`src/rtl/vc_net_mem_adapter_mo.sv`:
```
`default_nettype none
// ============================================================================
// Module   : vc_net_mem_adapter_mo
// Purpose  : Network-to-memory adapter with up to p_max_outstanding in-flight
//            memory requests. Strips the {dest,src} header from each incoming
//            network request and forwards the payload to an in-order memory
//            port. It keeps the swapped routing info ({req_src,req_dest}) in a
//            circular tag queue, and re-wraps each memory response with the
//            oldest tag before it enters the response network.
// Ports    : clk, reset_n (async, active-low)
//            netout_msg/val/rdy  : request network egress  {dest,src,payload}
//            memreq_msg/val/rdy  : memory request port (payload pass-through)
//            memresp_msg/val/rdy : memory response port
//            netin_msg/val/rdy   : response network ingress {dest,src,resp}
//            outstanding         : current tag queue occupancy
// Revision : 1.0 - initial release
// ============================================================================

`ifndef VC_MEM_REQ_MSG_SZ
`define VC_MEM_REQ_MSG_SZ(a_, d_) (1 + (a_) + $clog2((d_) / 8) + (d_))
`endif
`ifndef VC_MEM_RESP_MSG_SZ
`define VC_MEM_RESP_MSG_SZ(d_) (1 + $clog2((d_) / 8) + (d_))
`endif
`ifndef VC_NET_MSG_SZ
`define VC_NET_MSG_SZ(p_, s_) ((p_) + 2 * (s_))
`endif

module vc_net_mem_adapter_mo #(
    parameter int p_num_nodes       = 4,
    parameter int p_addr_sz         = 8,
    parameter int p_data_sz         = 32,
    parameter int p_max_outstanding = 4,
    localparam int c_srcdest_sz     = $clog2(p_num_nodes),
    localparam int c_cnt_sz         = $clog2(p_max_outstanding + 1),
    localparam int c_memreq_msg_sz  = `VC_MEM_REQ_MSG_SZ(p_addr_sz, p_data_sz),
    localparam int c_memresp_msg_sz = `VC_MEM_RESP_MSG_SZ(p_data_sz),
    localparam int c_reqnet_msg_sz  = `VC_NET_MSG_SZ(c_memreq_msg_sz, c_srcdest_sz),
    localparam int c_respnet_msg_sz = `VC_NET_MSG_SZ(c_memresp_msg_sz, c_srcdest_sz)
) (
    input  logic                        clk,
    input  logic                        reset_n,

    input  logic [c_reqnet_msg_sz-1:0]  netout_msg,
    input  logic                        netout_val,
    output logic                        netout_rdy,

    output logic [c_memreq_msg_sz-1:0]  memreq_msg,
    output logic                        memreq_val,
    input  logic                        memreq_rdy,

    input  logic [c_memresp_msg_sz-1:0] memresp_msg,
    input  logic                        memresp_val,
    output logic                        memresp_rdy,

    output logic [c_respnet_msg_sz-1:0] netin_msg,
    output logic                        netin_val,
    input  logic                        netin_rdy,

    output logic [c_cnt_sz-1:0]         outstanding
);

    localparam int c_ptr_sz = (p_max_outstanding > 1) ? $clog2(p_max_outstanding) : 1;
    localparam int c_tag_sz = 2 * c_srcdest_sz;
    localparam logic [c_cnt_sz-1:0] c_max_cnt  = c_cnt_sz'(p_max_outstanding);
    localparam logic [c_ptr_sz-1:0] c_last_ptr = c_ptr_sz'(p_max_outstanding - 1);

    // Tag entries hold {resp_dest, resp_src} = {req_src, req_dest}.
    logic [c_tag_sz-1:0]     r_tags [p_max_outstanding];
    logic [c_ptr_sz-1:0]     r_enq_ptr;
    logic [c_ptr_sz-1:0]     r_deq_ptr;
    logic [c_cnt_sz-1:0]     r_count;

    logic                    w_nonempty;
    logic                    w_deq;
    logic                    w_enq;
    logic                    w_can_enq;
    logic [c_srcdest_sz-1:0] w_req_dest;
    logic [c_srcdest_sz-1:0] w_req_src;
    logic [c_tag_sz-1:0]     w_head;

    // Modulo increment so non-power-of-two depths wrap correctly.
    function automatic logic [c_ptr_sz-1:0] f_wrap_inc(input logic [c_ptr_sz-1:0] p);
        return (p == c_last_ptr) ? '0 : p + 1'b1;
    endfunction

    assign w_req_dest = netout_msg[c_reqnet_msg_sz-1 -: c_srcdest_sz];
    assign w_req_src  = netout_msg[c_reqnet_msg_sz-c_srcdest_sz-1 -: c_srcdest_sz];
    assign w_head     = r_tags[r_deq_ptr];

    // No empty bypass: a response only pairs with a tag written in an
    // earlier cycle, so everything on the response side keys off count.
    assign w_nonempty = (r_count != '0);
    assign w_deq      = memresp_val && netin_rdy && w_nonempty;

    // A dequeue in the same cycle frees a slot even when the queue is full.
    assign w_can_enq  = (r_count < c_max_cnt) || w_deq;

    // Handshake outputs are gated by reset_n so they drop the moment reset
    // asserts, independent of the clock.
    assign netout_rdy  = reset_n && memreq_rdy && w_can_enq;
    assign memreq_val  = reset_n && netout_val && w_can_enq;
    assign memresp_rdy = reset_n && netin_rdy && w_nonempty;
    assign netin_val   = reset_n && memresp_val && w_nonempty;

    assign w_enq       = netout_val && netout_rdy;

    assign memreq_msg  = netout_msg[c_memreq_msg_sz-1:0];
    assign netin_msg   = {w_head, memresp_msg};
    assign outstanding = r_count;

    always_ff @(posedge clk or negedge reset_n) begin
        if (!reset_n) begin
            r_enq_ptr <= '0;
            r_deq_ptr <= '0;
            r_count   <= '0;
        end else begin
            if (w_enq) begin
                r_enq_ptr <= f_wrap_inc(r_enq_ptr);
            end
            if (w_deq) begin
                r_deq_ptr <= f_wrap_inc(r_deq_ptr);
            end
            case ({w_enq, w_deq})
                2'b10:   r_count <= r_count + 1'b1;
                2'b01:   r_count <= r_count - 1'b1;
                default: r_count <= r_count;
            endcase
        end
    end

    // Tag storage carries no reset; stale entries are never read because
    // count gates every use of the head.
    always_ff @(posedge clk) begin
        if (w_enq) begin
            r_tags[r_enq_ptr] <= {w_req_src, w_req_dest};
        end
    end

    // A response with nothing outstanding simply stalls; flag it as a warning.
    always_ff @(posedge clk) begin
        if (reset_n) begin
            assert (!(memresp_val && !w_nonempty))
            else $warning("memresp_val seen with no outstanding request; response stalled");
        end
    end

endmodule

`default_nettype wire

```
`config.mk`:
```
export PLATFORM = sky130hd
export DESIGN_NAME = vc_net_mem_adapter_mo
export DESIGN_NICKNAME = d
export VERILOG_FILES = /design/src/rtl/vc_net_mem_adapter_mo.sv
export SDC_FILE = /design/constraint.sdc
export NUM_CORES = 1
export LEC_CHECK = 0
export CAP_MARGIN = 10
export CORE_ASPECT_RATIO = 0.8
export CORE_MARGIN = 10
export CORE_UTILIZATION = 31
export DETAILED_ROUTE_END_ITERATION = 7
export GPL_TIMING_DRIVEN = 0
export PLACE_DENSITY = 0.89
export SYNTH_ARGS = -nofsm -noshare
export SYNTH_HDL_FRONTEND = slang
export SYNTH_SLANG_ARGS = --single-unit
```
`constraint.sdc`:
```
create_clock -name clk -period 2.82 [get_ports clk]
set_input_delay 0.282 -clock clk [delete_from_list [all_inputs] [get_ports clk]]
set_output_delay 0.282 -clock clk [all_outputs]
set_load 0.03 [all_outputs]
```
==> results.py, run 1 <==
# Flow results
metrics = {
    "status": {
        "status": "finished, final reports clean",
    },
    "die": {
        "die_h_um": 85.1,
        "fp_util": 0.324,
        "core_area_um2": 5060,
        "io_pins": 177,
        "tap_cells": 62,
    },
    "setup_path": {
        "start_kind": "input port",
        "critPathRequiredTime_ns": 2.54,
        "rr_endpoint": "outstanding[1]",
        "worst-path-max-fanout": 11,
        "path_common_cell": "clkdlybuf4s50_1",
        "r2r_start": "outstanding[2]",
        "r2r_setup_slack_ns": 0.85,
    },
    "drt": {
        "antenna_left": 0,
        "wl_met3_um": 614,
    },
    "global_route": {
        "grt-ovfl-total": 0,
        "met3_usage": 0.0446,
        "grtUsageMet2": 0.229,
        "gr-max-usage-layer": "met2",
    },
    "power": {
        "p_int_uw": 939,
        "p_comb_uw": 852,
        "ir_worst_vdd_mv": 0.535,
    },
    "finish": {
        "combAreaFraction": 0.134,
        "num_antenna_cells": 0,
        "num-multi-input-gates": 37,
        "largest-register": "r_tags",
        "design_area_um2": 2740,
        "lay_top_cells": "clkdlybuf4s50_1, buf_4, edfxtp_1",
    },
    "place": {
        "placed_cells_incl_taps": 306,
        "dp_hpwl_um": 4740,
    },
    "logic_synthesis": {
        "yosysTopAreaCell": "buf_4",
        "netlist_area_um2": 1640,
        "synth-edff-count": 16,
        "yosys_cells": 146,
        "syn_inst": 146,
        "aoi_share": 0.0130,
        "fp_nets": 241,
        "ys_sh_xor": 0.0160,
        "yosysSeqAreaShare": 0.400,
    },
    "clocking": {
        "clock_path_buffers": 2,
        "h-tree-depth": 1,
        "clk_pin_slew_ns": 0.08,
        "cts_made_buffers": 3,
    },
    "final_timing": {
        "fin_setup_tns_ns": 0,
        "period_minus_slack_ns": 2.39,
        "max_freq_mhz": 418,
    },
}
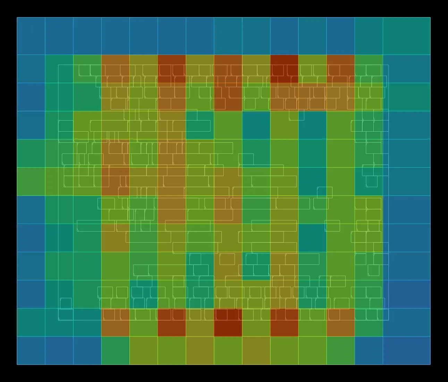
Run 1: routing congestion
gr usage total: 0.106
DR WL/cell: 16.5 µm

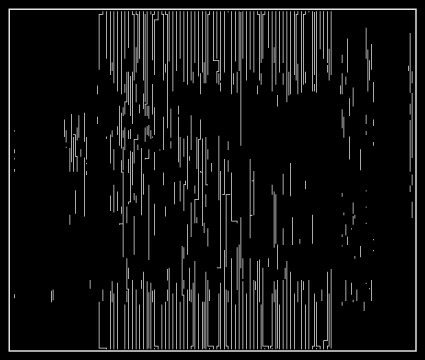
Run 1: metal 2
Scale: 4 px per µm.
nets with wire on the layer	310
wire length on this layer	3150 µm
main direction	vertical
longest straight run	33.3 µm
share of all routed wire	61%

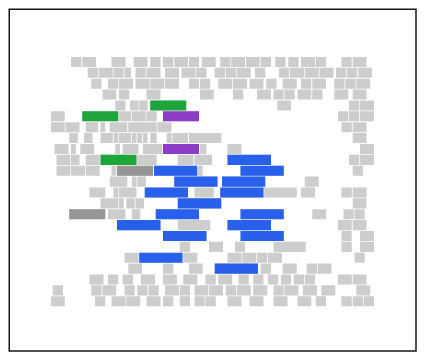
Run 1: sequential cells grouped by signal name
Scale: 4 px per µm. Other sequential cells in the stronger grey, the rest of the logic in the fainter grey.
signal	colour	placed flops
r_tags	blue	16
outstanding	green	3
r_deq_ptr	purple	2

--- run 2 (diff from run 1) ---
--- a/config.mk
+++ b/config.mk
@@ -8,10 +8,10 @@
 export CAP_MARGIN = 10
 export CORE_ASPECT_RATIO = 0.8
 export CORE_MARGIN = 10
-export CORE_UTILIZATION = 31
+export CORE_UTILIZATION = 29
 export DETAILED_ROUTE_END_ITERATION = 7
 export GPL_TIMING_DRIVEN = 0
-export PLACE_DENSITY = 0.89
+export PLACE_DENSITY = 0.84
 export SYNTH_ARGS = -nofsm -noshare
 export SYNTH_HDL_FRONTEND = slang
 export SYNTH_SLANG_ARGS = --single-unit
==> constraint.sdc (replaced) <==
create_clock -name clk -period 2.5 [get_ports clk]
set_input_delay 0.25 -clock clk [delete_from_list [all_inputs] [get_ports clk]]
set_output_delay 0.25 -clock clk [all_outputs]
set_load 0.03 [all_outputs]
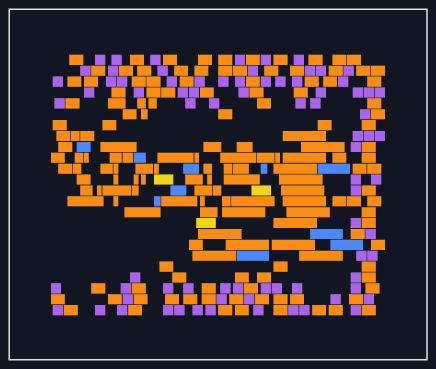
Run 2: cells by drive strength
Scale: 4 px per µm.
size	colour	cells	most used
_3 and _4 cells	purple	78	buf_4
_2 cells	blue	10	mux4_2
_0 and _1 cells	orange	158	clkdlybuf4s50_1
_6 and larger	yellow	3	clkbuf_8
post-route cell area: 2780 µm²
area grow syn2layout: 69.3%
bufs w/o clock: 178
final worst slack: 0.276 ns

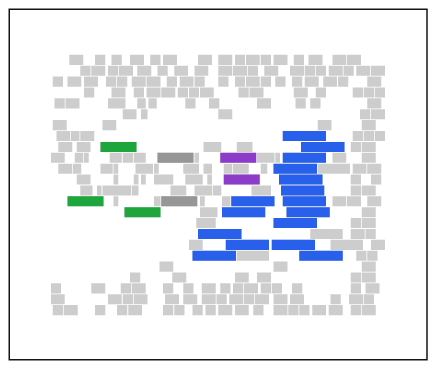
Run 2: sequential cells grouped by signal name
Scale: 4 px per µm. Other sequential cells in the stronger grey, the rest of the logic in the fainter grey.
register area: 656 µm²
sequential group power: 551 µW
final core occ: 0.508
sequential cell area share: 0.236

==> results.py, run 2 <==
# Flow results
metrics = {
    "setup_path": {
        "worst-path-max-fanout": 6,
        "r2r_start": "outstanding[2]",
        "rr_endpoint": "outstanding[1]",
        "start_kind": "flip-flop",
        "critPathRequiredTime_ns": 2.25,
    },
    "final_timing": {
        "max_freq_mhz": 450,
        "period_minus_slack_ns": 2.22,
    },
    "finish": {
        "num_antenna_cells": 0,
        "combAreaFraction": 0.132,
    },
    "status": {
        "status": "finished, final reports clean",
    },
    "clocking": {
        "clk_pin_slew_ns": 0.08,
        "clock_path_buffers": 2,
        "h-tree-depth": 1,
        "cts_made_buffers": 3,
    },
    "place": {
        "dp_hpwl_um": 4540,
        "placed_cells_incl_taps": 322,
    },
    "drt": {
        "routedWlPerCell_um": 15.3,
        "antenna_left": 0,
    },
    "global_route": {
        "track_usage": 0.0992,
        "grtUsageMet2": 0.194,
        "met3_usage": 0.0407,
    },
    "die": {
        "fp_util": 0.300,
        "tap_cells": 78,
        "die_h_um": 87.3,
        "io_pins": 177,
        "core_area_um2": 5470,
    },
    "logic_synthesis": {
        "synth-edff-count": 16,
        "fp_nets": 241,
        "aoi_share": 0.0130,
        "yosysSeqAreaShare": 0.400,
        "netlist_area_um2": 1640,
        "yosys_cells": 146,
        "common_cells": "buf_4, edfxtp_1, dfrtp_1, inv_1",
        "syn_inst": 146,
    },
    "power": {
        "p_comb_uw": 959,
        "ir_worst_vdd_mv": 0.408,
    },
}
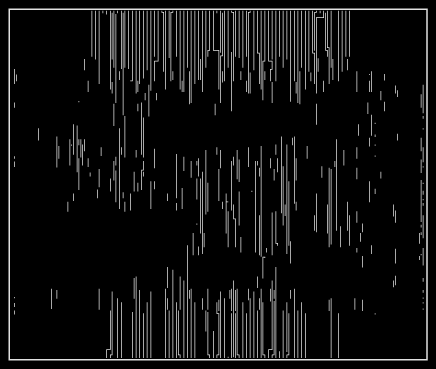
Run 2: metal 2
Scale: 4 px per µm.
share of all routed wire	58%
nets with wire on the layer	306

Power and IR drop assume default switching activity.
